`src/rtl/muldiv_iterative_engine.sv`:
```
// Iterative radix-2 multiply / restoring divide engine with MADD/MSUB accumulate.
// Latency: start edge + WIDTH RUN cycles + 1 FIX cycle; result held until ack, restart or clear.
module muldiv_iterative_engine #(
  parameter int WIDTH = 32
) (
  input  logic             clk,
  input  logic             reset,
  input  logic             start,
  input  logic [3:0]       funct,
  input  logic [WIDTH-1:0] rs,
  input  logic [WIDTH-1:0] rt,
  input  logic [WIDTH-1:0] hi_in,
  input  logic [WIDTH-1:0] lo_in,
  input  logic             clear,
  input  logic             ack,
  output logic             busy,
  output logic             valid,
  output logic [WIDTH-1:0] hi_out,
  output logic [WIDTH-1:0] lo_out,
  output logic             dbz
);

  localparam logic [1:0] S_IDLE = 2'd0;
  localparam logic [1:0] S_RUN  = 2'd1;
  localparam logic [1:0] S_FIX  = 2'd2;
  localparam logic [1:0] S_DONE = 2'd3;
  localparam int CW = (WIDTH > 1) ? $clog2(WIDTH) : 1;

  logic [1:0]         state_q, state_d;
  logic [CW-1:0]      cnt_q, cnt_d;
  logic [WIDTH-1:0]   hi_q, hi_d, lo_q, lo_d, b_q, b_d;
  logic [2*WIDTH-1:0] acc_q, acc_d;
  logic               div_q, div_d, sub_q, sub_d, sa_q, sa_d, sb_q, sb_d, dbz_q, dbz_d;

  logic               op_ok, op_div, op_sgn, op_acc, op_sub, rs_neg, rt_neg;
  logic [WIDTH-1:0]   rs_mag, rt_mag;

  always_comb begin
    op_ok  = (funct >= 4'd1) && (funct <= 4'd8);
    op_div = (funct == 4'd3) || (funct == 4'd4);
    op_sgn = (funct == 4'd1) || (funct == 4'd3) || (funct == 4'd5) || (funct == 4'd7);
    op_acc = (funct >= 4'd5) && op_ok;
    op_sub = (funct == 4'd7) || (funct == 4'd8);
    rs_neg = op_sgn & rs[WIDTH-1];
    rt_neg = op_sgn & rt[WIDTH-1];
    rs_mag = rs_neg ? -rs : rs;
    rt_mag = rt_neg ? -rt : rt;
  end

  logic [WIDTH:0]     mul_sum, rem_sh, rem_sub;
  logic               rem_ge, load;
  logic [2*WIDTH-1:0] prod, prod_sgn, mac;
  logic [WIDTH-1:0]   quo, rem;

  always_comb begin
    mul_sum  = {1'b0, hi_q} + {1'b0, b_q & {WIDTH{lo_q[0]}}};
    rem_sh   = {hi_q, lo_q[WIDTH-1]};
    rem_ge   = rem_sh >= {1'b0, b_q};
    rem_sub  = rem_sh - {1'b0, b_q};
    prod     = {hi_q, lo_q};
    prod_sgn = (sa_q ^ sb_q) ? -prod : prod;
    mac      = sub_q ? (acc_q - prod_sgn) : (acc_q + prod_sgn);
    // A zero divisor leaves the magnitude remainder equal to |rs|, so restoring
    // the dividend sign yields rs; only the quotient needs forcing.
    quo      = dbz_q ? '1 : ((sa_q ^ sb_q) ? -lo_q : lo_q);
    rem      = sa_q ? -hi_q : hi_q;

    state_d = state_q;
    cnt_d   = cnt_q;
    hi_d    = hi_q;
    lo_d    = lo_q;
    b_d     = b_q;
    acc_d   = acc_q;
    div_d   = div_q;
    sub_d   = sub_q;
    sa_d    = sa_q;
    sb_d    = sb_q;
    dbz_d   = dbz_q;
    load    = 1'b0;

    case (state_q)
      S_IDLE: load = start && op_ok;
      S_RUN: begin
        if (div_q) begin
          hi_d = rem_ge ? rem_sub[WIDTH-1:0] : rem_sh[WIDTH-1:0];
          lo_d = {lo_q[WIDTH-2:0], rem_ge};
        end else begin
          hi_d = mul_sum[WIDTH:1];
          lo_d = {mul_sum[0], lo_q[WIDTH-1:1]};
        end
        if (cnt_q == '0) state_d = S_FIX;
        else             cnt_d   = cnt_q - CW'(1);
      end
      S_FIX: begin
        if (div_q) {hi_d, lo_d} = {rem, quo};
        else       {hi_d, lo_d} = mac;
        state_d = S_DONE;
      end
      default: begin
        if (start && op_ok) load    = 1'b1;
        else if (ack)       state_d = S_IDLE;
      end
    endcase

    if (load) begin
      state_d = S_RUN;
      cnt_d   = CW'(WIDTH - 1);
      hi_d    = '0;
      lo_d    = op_div ? rs_mag : rt_mag;
      b_d     = op_div ? rt_mag : rs_mag;
      acc_d   = op_acc ? {hi_in, lo_in} : '0;
      div_d   = op_div;
      sub_d   = op_sub;
      sa_d    = rs_neg;
      sb_d    = rt_neg;
      dbz_d   = op_div && (rt == '0);
    end

    if (clear) begin
      state_d = S_IDLE;
      dbz_d   = 1'b0;
    end
  end

  always_ff @(posedge clk or negedge reset) begin
    if (!reset) begin
      state_q <= S_IDLE;
      cnt_q   <= '0;
      hi_q    <= '0;
      lo_q    <= '0;
      b_q     <= '0;
      acc_q   <= '0;
      div_q   <= 1'b0;
      sub_q   <= 1'b0;
      sa_q    <= 1'b0;
      sb_q    <= 1'b0;
      dbz_q   <= 1'b0;
    end else begin
      state_q <= state_d;
      cnt_q   <= cnt_d;
      hi_q    <= hi_d;
      lo_q    <= lo_d;
      b_q     <= b_d;
      acc_q   <= acc_d;
      div_q   <= div_d;
      sub_q   <= sub_d;
      sa_q    <= sa_d;
      sb_q    <= sb_d;
      dbz_q   <= dbz_d;
    end
  end

  assign busy   = (state_q == S_RUN) || (state_q == S_FIX);
  assign valid  = (state_q == S_DONE);
  assign hi_out = hi_q;
  assign lo_out = lo_q;
  assign dbz    = dbz_q && (state_q == S_DONE);

endmodule
```
`config.mk`:
```
export PLATFORM = sky130hd
export DESIGN_NAME = muldiv_iterative_engine
export DESIGN_NICKNAME = d
export VERILOG_FILES = /design/src/rtl/muldiv_iterative_engine.sv
export SDC_FILE = /design/constraint.sdc
export NUM_CORES = 1
export LEC_CHECK = 0
export ABC_AREA = 0
export CAP_MARGIN = 25
export CORE_MARGIN = 5
export CORE_UTILIZATION = 60
export DETAILED_ROUTE_END_ITERATION = 6
export DONT_BUFFER_PORTS = 1
export GPL_ROUTABILITY_DRIVEN = 0
export GPL_TIMING_DRIVEN = 1
export PLACE_DENSITY = 0.81
export SKIP_LAST_GASP = 1
export SLEW_MARGIN = 20
export SYNTH_ARGS = -nofsm -noshare
export SYNTH_HDL_FRONTEND = slang
export SYNTH_SLANG_ARGS = --single-unit
```
`constraint.sdc`:
```
create_clock -name clk -period 11.4 [get_ports clk]
set_input_delay 3.42 -clock clk [delete_from_list [all_inputs] [get_ports clk]]
set_output_delay 3.42 -clock clk [all_outputs]
set_load 0.03 [all_outputs]
```
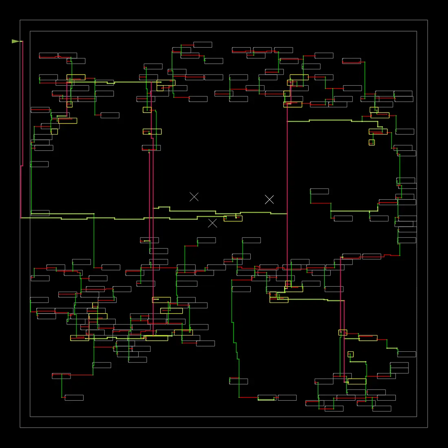
Figure 1: run 1, clock routing.
clk_skew: 0.0157 ns
CLK BUF: 17
clock sinks: 172
clk ins delay skew pair: 0.49 ns

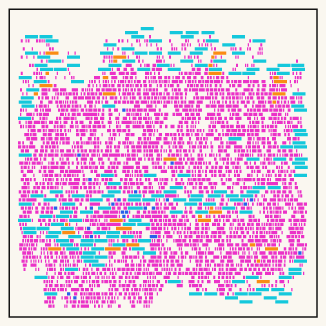
Figure 2: run 1, cell classes on the final placement.
(1.5 px per µm)
| class | colour | cells | share of their area |
|---|---|---|---|
| registers | cyan | 172 | 19% |
| clock drivers and dummy loads | orange | 32 | 2.7% |
| remaining logic cells | magenta | 2,723 | 77% |
| remaining buffers and delay cells | blue | 23 | 0.80% |
Finished Cell Area: 23,200 µm²
final core utilization: 62.1%
sequential cell area share: 18.6%
core area: 37,400 µm²

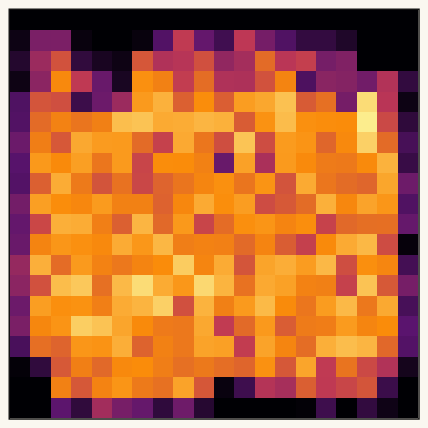
Figure 3: run 1, cell density map.
(2 px per µm) 20 x 20 tiles, from black (low) to pale yellow (high), 0 to 100% covered.
mean over tiles: 54%
tiles over 75% full: 29%
nearly empty tiles: 11%
fullest tile: 96%
FP Core Util: 60.5%

## run 1: area by class of cell
cell class              count  area, µm²
clock buffers              17        425
multi-input cells        2637      17200
fillers                  3384      14200
repair buffers             23        180
inverters                  86        323
well taps                 511        639
diodes                      1       2.50
clock inverters            15        174
flip-flops and latches    172       4310
## run 1: worst register-to-register path, delay by kind of cell, from the launching register on
| family | cells | cell delay [ns] |
|---|---|---|
| buffers and inverters | 1 | 0.39 |
| flip-flops | 1 | 0.67 |
| XOR/XNOR | 2 | 0.40 |
| multiplexers | 1 | 0.49 |
| adder cells (fa/ha/maj) | 2 | 0.84 |
| AND/OR/NAND/NOR | 7 | 2.25 |
| AND-OR/OR-AND | 11 | 2.34 |
## run 1: through the flow
stage	std cells	setup WS (ns)
floorplan	3122	4.93
global placement	3428	3.95
detailed placement	3428	3.58
CTS	3460	3.51
global route	3461	3.48
finish	3462	3.91
## run 1: cell usage in the layout (no fill, tap or decap), drive strengths merged, types with 49 or more instances in the layout
cell,count
nand2,411
nor2,280
a21oi,250
o21ai,193
xnor2,179
dfrtp,172
xor2,154
ha,139
nand3,116
a21o,99
inv,93
a211oi,91
nor3,77
a31oi,67
o211ai,58
nor4,49
## run 1: layer usage
layer | vias up | track usage, % | wire length, µm
met5 | - | 0 | 41
met4 | 6 | 25.7 | 6570
li1 | 10900 | - | -
met1 | 11400 | 43.9 | 28600
met3 | 467 | 10.2 | 9060
met2 | 1581 | 59.6 | 36200
## run 1: registers in the layout (all words and copies together) (netlist names)
signal and flops:
cnt_q 5, dbz_q 1, hi_out 32, lo_out 32
state_q 2, b_q 32, div_q 1, sub_q 1
sb_q 1, acc_q 64, sa_q 1
## run 1: power by group
part / internal (mW) / switching, mW
logic: 1.93 / 3.19
registers: 0.772 / 0.789
clock network: 0.329 / 0.301
total: 3.03 / 4.28
==> metrics.yaml, run 1 <==
status:
  status: "finished with violations"
  failed_checks: "design-rule violations"
synth:
  ys_sh_aoi_pct: 28.4
  edf_count: 0
  yosys.area_share.simple_pct: 24.9
  yosysWarnings: 0
  synth_chip_area_um2: 22600
  area_leaders: "dfrtp_1 (19%), ha_1 (7.7%), xnor2_1 (6.9%), nand2_1 (6.8%), xor2_1 (5.9%)"
  syn_nets: 3401
  synthXorXnorAreaFrac_pct: 13.0
  netlist_top_cells_count: "nand2_1 (408), nor2_1 (275), a21oi_1 (250)"
  synth_flops: 172
  synth_top_area_share_pct: 19.0
  ys_top_logic_family: "AND-OR/OR-AND gates"
critical_path:
  worstReg2RegStart: "lo_out[0]"
  worstPathArrival_ns: 7.89
  reg2reg_slack_ns: 3.91
  crit_cells: 24
  crit_start: "lo_out[0]"
  worst_path_dominant_cell_family: "AND-OR/OR-AND gates"
  path_max_fanout: 14
  cp_data_required_time_ns: 11.80
  reg2reg_depth: 24
  crit_end: "hi_out[21]"
  crit_path_top_delay_cell: "dfrtp_1"
  worst_r2r_endpoint: "hi_out[21]"
  crit_top_cell: "a21oi_1"
  path_cells: "inv_1 > ha_1 > nor4b_4 > nand4_1 > a211oi_1 > a21oi_1 > o32a_1 > nor4_2 > nand3_1 > nor2_2 > nand2_2 > nor2_1 > a21oi_1 > xor2_1 > ha_1 > a21o_1 > a21o_1 > a21oi_1 > o21a_1 > o211ai_1 > o21ai_0 > xor2_1 > mux4_2 > o21ai_0"
final_timing:
  drv_slew: 0
  grt_setup_unrepaired: "no"
  whs_ns: 0.481
  tightest_slew_ns: 1.09
clock_tree:
  cts_resized: 0
  cts_tree: "built"
  clk_pin_slew_ns: 0.08
min_path:
  min_path_type: "reg2reg"
routing:
  drtAntennaViolNets: 0
  drcViolationCount: 4
  first_pass_iters: 7
final_layout:
  fin_nets: 3216
power:
  vdd_drop_max_v: 0.000202
  p_leak_nw: 9.97
  pwr_density_cell_nw_per_um2: 315
global_route:
  grt_max_degree: 173
  grt_pass1_wl_um: 125000
  grt_use_total_pct: 37.4
  antenna_found_initial: 3
place:
  place_area_um2: 22600
==> run 2: changes to the inputs <==
Settings changed: PLACE_DENSITY 0.81 to 0.84.
Clock period 11.4 ns to 6.51 ns, I/O delays scaled along.
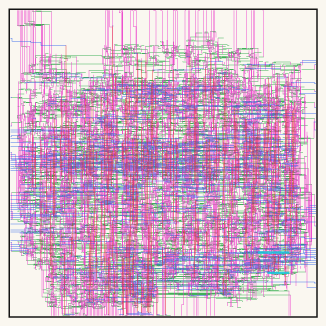
Figure 4: run 2, signal wires by layer.
(1.5 px per µm)
| layer | colour | wire length |
|---|---|---|
| M5 | cyan | 32.2 µm |
| M3 | blue | 9,790 µm |
| M1 | green | 28.7 mm |
| M2 | magenta | 37.5 mm |
| M4 | red | 6,900 µm |
vias: 25,100
GRT Total Usage: 38.4%
final wirelength: 82,900 µm
DR WL/cell: 23.4 µm

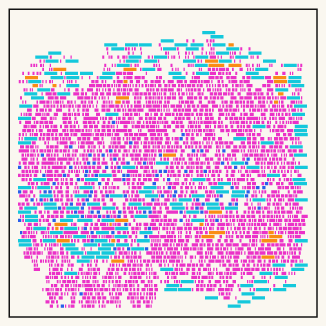
Figure 5: run 2, cell classes on the final placement.
(1.5 px per µm)
| class | colour | cells | share of their area |
|---|---|---|---|
| remaining buffers and delay cells | blue | 107 | 3.4% |
| remaining logic cells | magenta | 2,723 | 75% |
| registers | cyan | 172 | 18% |
| clock drivers and dummy loads | orange | 32 | 2.7% |
final core utilization: 64.0%
row count: 71
sequential cell area share: 18.0%
Finished Cell Area: 23,900 µm²

==> run 2 against run 1 <==
The flow still finishes with violations (design-rule violations). Via count up 3.2%. Critical endpoint is now hi_out[30]. Setup slack worse by 3.7 ns. Die area unchanged. Largest power group unchanged. Critical path depth down 1. Global-route usage up 1.0 points. Highest routed layer unchanged. Hold slack worse by 0.0011 ns.
==> metrics.yaml, run 2 <==
status:
  status: "finished with violations"  # unchanged
  failed_checks: "design-rule violations"  # unchanged
clock_tree:
  cts_tree: "built"  # unchanged
  clkSinkCount: 172  # unchanged
  clk_pin_slew_ns: 0.08  # about the same
global_route:
  top_usage_layer: "met2"  # unchanged
  antenna_found_initial: 2  # was 3
  grt_use_met2_pct: 62.0  # was 59.6%
  grtUsageMet1_pct: 44.1  # was 43.9%
  grt_max_degree: 173  # unchanged
final_layout:
  final_cell_mix: "nand2_1 (408), nor2_1 (271), a21oi_1 (247)"  # was nand2_1 (408), nor2_1 (274), a21oi_1 (248)
  antenna_cells: 0  # was 1
  final_cells: 3545  # was 3,462
  fin_nets: 3300  # was 3,216
  largest_reg_flops: 64  # unchanged
  largest-register: "acc_q"  # unchanged
power:
  p_leak_nw: 10.4  # was 9.97 nW
  vdd_drop_max_v: 0.000403  # was 0.000202 V
critical_path:
  cp_data_required_time_ns: 6.88  # was 11.80 ns
  crit_start: "lo_out[0]"  # unchanged
  path_max_fanout: 13  # was 14
  worstPathArrival_ns: 6.69  # was 7.89 ns
  worstReg2RegStart: "lo_out[0]"  # unchanged
synth:
  synth_chip_area_um2: 22600  # unchanged
  netlist_top_cells_count: "nand2_1 (408), nor2_1 (275), a21oi_1 (250)"  # unchanged
  synth_top_area_share_pct: 19.0  # unchanged
  syn_nets: 3401  # unchanged
  synth_flops: 172  # unchanged
final_timing:
  grt_setup_unrepaired: "yes"  # was no
  drv_slew: 0  # unchanged
  tightest_slew_ns: 1.03  # was 1.09 ns
routing:
  drcViolationCount: 69  # was 4
  first_pass_iters: 7  # unchanged
  topRoutingLayerUsed: "met5"  # unchanged
  wl_met2_um: 37500  # was 36,200 µm
  drtAntennaViolNets: 0  # unchanged
min_path:
  min_path_type: "reg2reg"  # unchanged
floorplan:
  initial_core_util_pct: 60.5  # unchanged
place:
  dp.cells: 3505  # was 3,428
  dp_slack_ns: 0.143  # was 3.58 ns
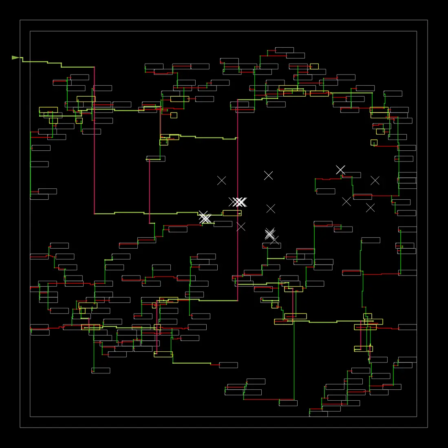
Figure 6: run 2, clock routing.
clk ins delay skew pair: 0.48 ns
P_clk: 1.15 mW
TritonCTS buffer count: 17
seq_cells: 172
clk_skew: 0.0161 ns

run 2: cell counts after synthesis:
No cell type changed its count.
run 2: worst max-delay path: cells and delay by family (launching register included):
| family | cells | cell delay (ns) |
|---|---|---|
| AND/OR/NAND/NOR | 10 | 2.77 |
| AND-OR/OR-AND | 10 | 2.27 |
| flip-flops | 1 | 0.39 |
| adder cells (fa/ha/maj) | 1 | 0.38 |
| buffers and inverters | 1 | 0.22 |
| XOR/XNOR | 1 | 0.17 |
run 2: area by class of cell:
cell class / count / area (µm²) / area share [%]
well taps: 511 / 639 / 2.67
multi-input cells: 2637 / 17200 / 72.0
repair buffers: 107 / 801 / 3.34
flip-flops and latches: 172 / 4310 / 18.0
inverters: 86 / 323 / 1.35
clock inverters: 15 / 203 / 0.846
clock buffers: 17 / 425 / 1.78
run 2: power by group:
group          internal, mW  leakage [nW]  total, mW  switching [mW]
combinational          3.64          7.95       10.3            6.62
clock                 0.621         0.308       1.15           0.527
sequential             1.37          2.18       1.91           0.542
total                  5.63          10.4       13.3            7.69
run 2: path summary, 6_finish.rpt:
| kind | to | slack (ns) |
|---|---|---|
| hold reg to reg | acc_q[41] | 0.48 |
| min in group asynchronous | b_q[29] | 1.16 |
| hold / removal | acc_q[41] | 0.48 |
| max in group asynchronous | div_q | 4.69 |
| setup / recovery | hi_out[30] | 0.19 |
| setup reg to reg | hi_out[30] | 0.19 |
run 2: cell families (layout without fill, tap and decap cells):
logic type	after synthesis	count (layout)	synth area share (%)
simple gates	1152	1152	24.9
compound gates	988	988	28.4
xor+xnor	333	333	13.0
buf+inv	313	225	5.53
flops	172	172	19.0
fa+ha+maj	142	142	7.96
mux	22	22	1.12
run 2: timing repair:
action	CTS	global route
setup buffers	0	8
endpoints found under the setup margin	0	21
resized	0	23
Power figures rest on the tool's default switching activity, not on a simulated workload.
